`config.mk`:
```
export PLATFORM = sky130hd
export DESIGN_NAME = sub_pipe
export DESIGN_NICKNAME = d
export VERILOG_FILES = /design/src/rtl/sub_pipe.sv
export SDC_FILE = /design/constraint.sdc
export NUM_CORES = 1
export LEC_CHECK = 0
export CORE_MARGIN = 2
export CORE_UTILIZATION = 55
export CTS_BUF_LIST = sky130_fd_sc_hd__clkbuf_4 sky130_fd_sc_hd__clkbuf_8
export DETAILED_ROUTE_END_ITERATION = 12
export GPL_TIMING_DRIVEN = 0
export PLACE_DENSITY = 0.91
export REMOVE_ABC_BUFFERS = 1
export SYNTH_ARGS = -nofsm -noshare
export SYNTH_HDL_FRONTEND = slang
export SYNTH_SLANG_ARGS = --single-unit
```
`constraint.sdc`:
```
create_clock -name clk -period 3 [get_ports clk]
set_input_delay 0.6 -clock clk [delete_from_list [all_inputs] [get_ports clk]]
set_output_delay 0.6 -clock clk [all_outputs]
set_load 0.05 [all_outputs]
```
`src/rtl/sub_pipe.sv`:
```
// Pipelined subtract/compare unit.
// Two register stages share one advance enable. S1 registers the operands.
// S2 registers the selected result, the flags and |a-b|.
// A running peak of |a-b| is kept over delivered results for sensor-delta monitoring.
module sub_pipe #(
  parameter int unsigned WIDTH = 8
) (
  input  logic             clk,
  input  logic             rst,
  input  logic             in_valid,
  output logic             in_ready,
  input  logic [WIDTH-1:0] a,
  input  logic [WIDTH-1:0] b,
  input  logic [1:0]       mode,
  output logic             out_valid,
  input  logic             out_ready,
  output logic [WIDTH-1:0] q,
  output logic             borrow,
  output logic             zero,
  input  logic             peak_clr,
  output logic [WIDTH-1:0] peak
);

  typedef enum logic [1:0] {
    ModeWrap = 2'b00,
    ModeSat  = 2'b01,
    ModeAbs  = 2'b10,
    ModeMin  = 2'b11
  } mode_e;

  // Shared advance enable: both stages move together or both hold.
  logic adv;

  // Stage 1: captured operands.
  logic             s1_valid_q;
  logic [WIDTH-1:0] s1_a_q;
  logic [WIDTH-1:0] s1_b_q;
  mode_e            s1_mode_q;

  // Stage 1 combinational result.
  logic [WIDTH:0]   s1_diff;
  logic             s1_borrow;
  logic [WIDTH-1:0] s1_abs;
  logic [WIDTH-1:0] s1_res;
  logic             s1_zero;

  // Stage 2: registered result, flags and |a-b| for the peak tracker.
  logic             s2_valid_q;
  logic [WIDTH-1:0] s2_res_q;
  logic             s2_borrow_q;
  logic             s2_zero_q;
  logic [WIDTH-1:0] s2_abs_q;

  // Peak tracker.
  logic             out_hs;
  logic [WIDTH-1:0] peak_d;
  logic [WIDTH-1:0] peak_q;

  // Advance whenever S2 is empty or its result is being taken.
  always_comb begin
    adv      = !s2_valid_q || out_ready;
    in_ready = adv;
  end

  // S1 register: operands load only on an accept; the valid bit follows in_valid on advance.
  always_ff @(posedge clk) begin
    if (rst) begin
      s1_valid_q <= 1'b0;
      s1_a_q     <= '0;
      s1_b_q     <= '0;
      s1_mode_q  <= ModeWrap;
    end else if (adv) begin
      s1_valid_q <= in_valid;
      if (in_valid) begin
        s1_a_q    <= a;
        s1_b_q    <= b;
        s1_mode_q <= mode_e'(mode);
      end
    end
  end

  // Subtract with one extra bit so the borrow falls out as the MSB.
  always_comb begin
    s1_diff   = {1'b0, s1_a_q} - {1'b0, s1_b_q};
    s1_borrow = s1_diff[WIDTH];
    s1_abs    = s1_borrow ? (s1_b_q - s1_a_q) : s1_diff[WIDTH-1:0];
  end

  // Result select by the captured mode; zero is taken on the final result.
  always_comb begin
    s1_res = s1_diff[WIDTH-1:0];
    unique case (s1_mode_q)
      ModeWrap: s1_res = s1_diff[WIDTH-1:0];
      ModeSat:  s1_res = s1_borrow ? '0 : s1_diff[WIDTH-1:0];
      ModeAbs:  s1_res = s1_abs;
      ModeMin:  s1_res = s1_borrow ? s1_a_q : s1_b_q;
      default:  s1_res = s1_diff[WIDTH-1:0];
    endcase
    s1_zero = (s1_res == '0);
  end

  // S2 register: holds result and flags stable while the output stalls.
  always_ff @(posedge clk) begin
    if (rst) begin
      s2_valid_q  <= 1'b0;
      s2_res_q    <= '0;
      s2_borrow_q <= 1'b0;
      s2_zero_q   <= 1'b0;
      s2_abs_q    <= '0;
    end else if (adv) begin
      s2_valid_q <= s1_valid_q;
      if (s1_valid_q) begin
        s2_res_q    <= s1_res;
        s2_borrow_q <= s1_borrow;
        s2_zero_q   <= s1_zero;
        s2_abs_q    <= s1_abs;
      end
    end
  end

  // Peak next-state: a clear applies before the load of a result delivered in the same cycle.
  always_comb begin
    out_hs = s2_valid_q && out_ready;
    peak_d = peak_q;
    if (out_hs && peak_clr) begin
      peak_d = s2_abs_q;
    end else if (out_hs && (s2_abs_q > peak_q)) begin
      peak_d = s2_abs_q;
    end else if (peak_clr) begin
      peak_d = '0;
    end
  end

  // Peak register.
  always_ff @(posedge clk) begin
    if (rst) begin
      peak_q <= '0;
    end else begin
      peak_q <= peak_d;
    end
  end

  // Output drive straight from registers.
  always_comb begin
    out_valid = s2_valid_q;
    q         = s2_res_q;
    borrow    = s2_borrow_q;
    zero      = s2_zero_q;
    peak      = peak_q;
  end

endmodule

```
Fig. 1: run 1, M2 wires
Bar = 20 um.
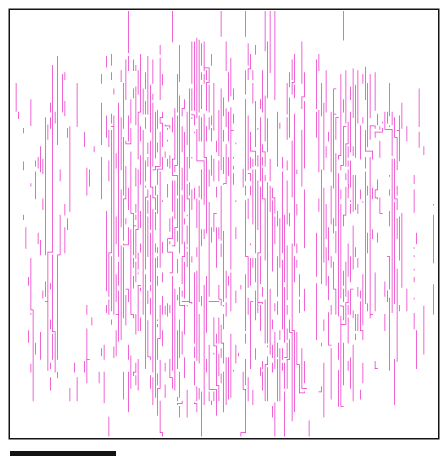
- main direction: vertical
- share of all routed wire: 50%
- longest straight run: 37.4 um
- wire length on this layer: 4020 um

Fig. 2: run 1, cell outlines without signal wires
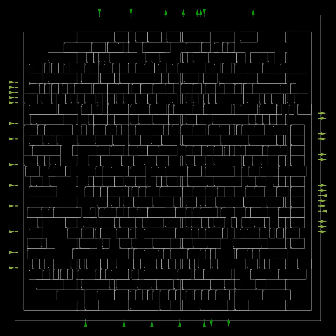
final core utilization: 0.680
filler cell count: 497

==> flow_summary.yaml, run 1 <==
# flow metrics
outcome:
  outcome: "finished clean"
synthesis:
  aoi_share: 0.287
  netlist_area_um2: 3230
  synthXorXnorAreaFrac: 0.0217
  yosys_most_used_dff: "dfxtp_1"
  avgSynthCellArea_um2: 8.01
drt:
  dr.first_iter.drc_count: 202
  top_signal_layer_used: "met4"
  ant_nets: 0
global_route:
  grt_pass1_wl_mm: 13.1
  use_met3: 0.0303
  grt_max_degree: 48
clock_tree:
  max-clock-path-buffers: 2
  htreeDepth: 2
  cts_made_buffers: 5
layout:
  seq_area_um2: 921
  final_nets: 482
  clock_buffers: 5
  comb_cells: 302
  num_antenna_cells: 0
min_path:
  holdPathStages: 2
power:
  ir_drop_uv: 264
  comb_power_share: 0.392
  power.density_nw_per_um2: 503
  pg_seq_mw: 0.684
place:
  pre_cts_slack_ps: -205
final_timing:
  setup_viol: 0
  fin_ws_ps: 28.8
critical_path:
  cp_num_buf_inv: 2
Fig. 3: run 1, port wiring
Bar = 20 um.
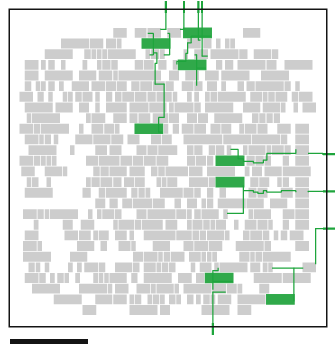
- green: q (bits 8; direction output; edge 4 top, 3 right, 1 bottom; end cells 8; buffers 8; wire 210 um)

Fig. 4: run 1, routed metal per tile
16 x 16 tiles, from white (low) to dark blue (high), scaled to the fullest tile. Values are wire area over tile area, all layers added.
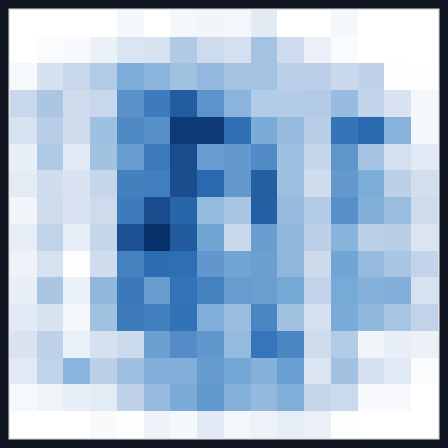
- densest ninth of the die: center
- mean over tiles: 0.20
- tiles over half the peak: 25%

Fig. 5: run 1, signal wires by layer
Two of the layers only.
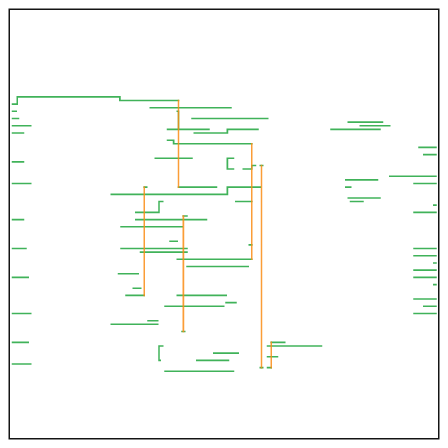

==> run 2, diff against run 1 <==
==> constraint.sdc (replaced) <==
create_clock -name clk -period 3.6 [get_ports clk]
set_input_delay 0.72 -clock clk [delete_from_list [all_inputs] [get_ports clk]]
set_output_delay 0.72 -clock clk [all_outputs]
set_load 0.05 [all_outputs]
Fig. 6: run 2, signal wires by layer
Two of the layers only.
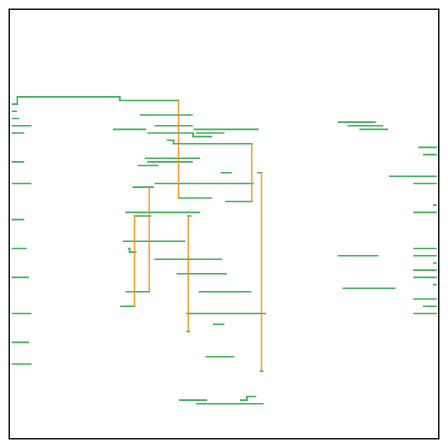
- orange: M4 (wire length 125 um)
- green: M3 (wire length 388 um)

Fig. 7: run 2, port wiring
Bar = 20 um.
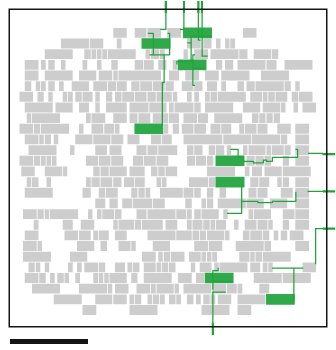
- green: q (bits 8; direction output; edge 4 top, 3 right, 1 bottom; end cells 8; buffers 8; wire 210 um)

==> flow_summary.yaml, run 2 <==
# flow metrics
synthesis:
  netlist_area_um2: 3230
  yosys_most_used_dff: "dfxtp_1"
  aoi_share: 0.287
  synthXorXnorAreaFrac: 0.0217
  ys_top_logic_family: "AND-OR/OR-AND gates"
  avgSynthCellArea_um2: 8.01
  synth.top_cell.area_share: 0.285
power:
  ir_drop_uv: 217
  p_total_mw: 1.54
  power.density_nw_per_um2: 416
  comb_power_share: 0.375
  pg_seq_mw: 0.569
layout:
  clock_buffers: 5
  seq_area_um2: 921
  buffers: 42
  final_nets: 474
  comb_cells: 302
  multiInputGateArea_um2: 2050
  num_antenna_cells: 0
  utilization: 0.664
  fillers: 513
global_route:
  grt_max_degree: 48
  grt_pass1_wl_mm: 13.0
  use_met3: 0.0326
  met1_usage: 0.316
drt:
  ant_nets: 0
  top_signal_layer_used: "met4"
  dr.first_iter.drc_count: 207
critical_path:
  cp_num_buf_inv: 1
  worst_path_max_delay_cell: "fa_1"
  reg2regPathDepth: 10
clock_tree:
  ctsHoldBuffers: 0
  cts_tree: "yes"
  htreeDepth: 2
  max-clock-path-buffers: 2
  insertion_delay_ps: 300
  cts_made_buffers: 5
final_timing:
  hold_violations: 0
  setup_viol: 0
  min_period_ps: 3280
  hold-worst-slack_ps: 479
  fin_ws_ps: 318
  tightestPinTransition_ps: 840
die:
  core_area_um2: 5570
place:
  pre_cts_slack_ps: 370
  hpwl_mm: 5.85
outcome:
  outcome: "finished clean"
min_path:
  holdPathStages: 2
Power and IR drop assume default switching activity.
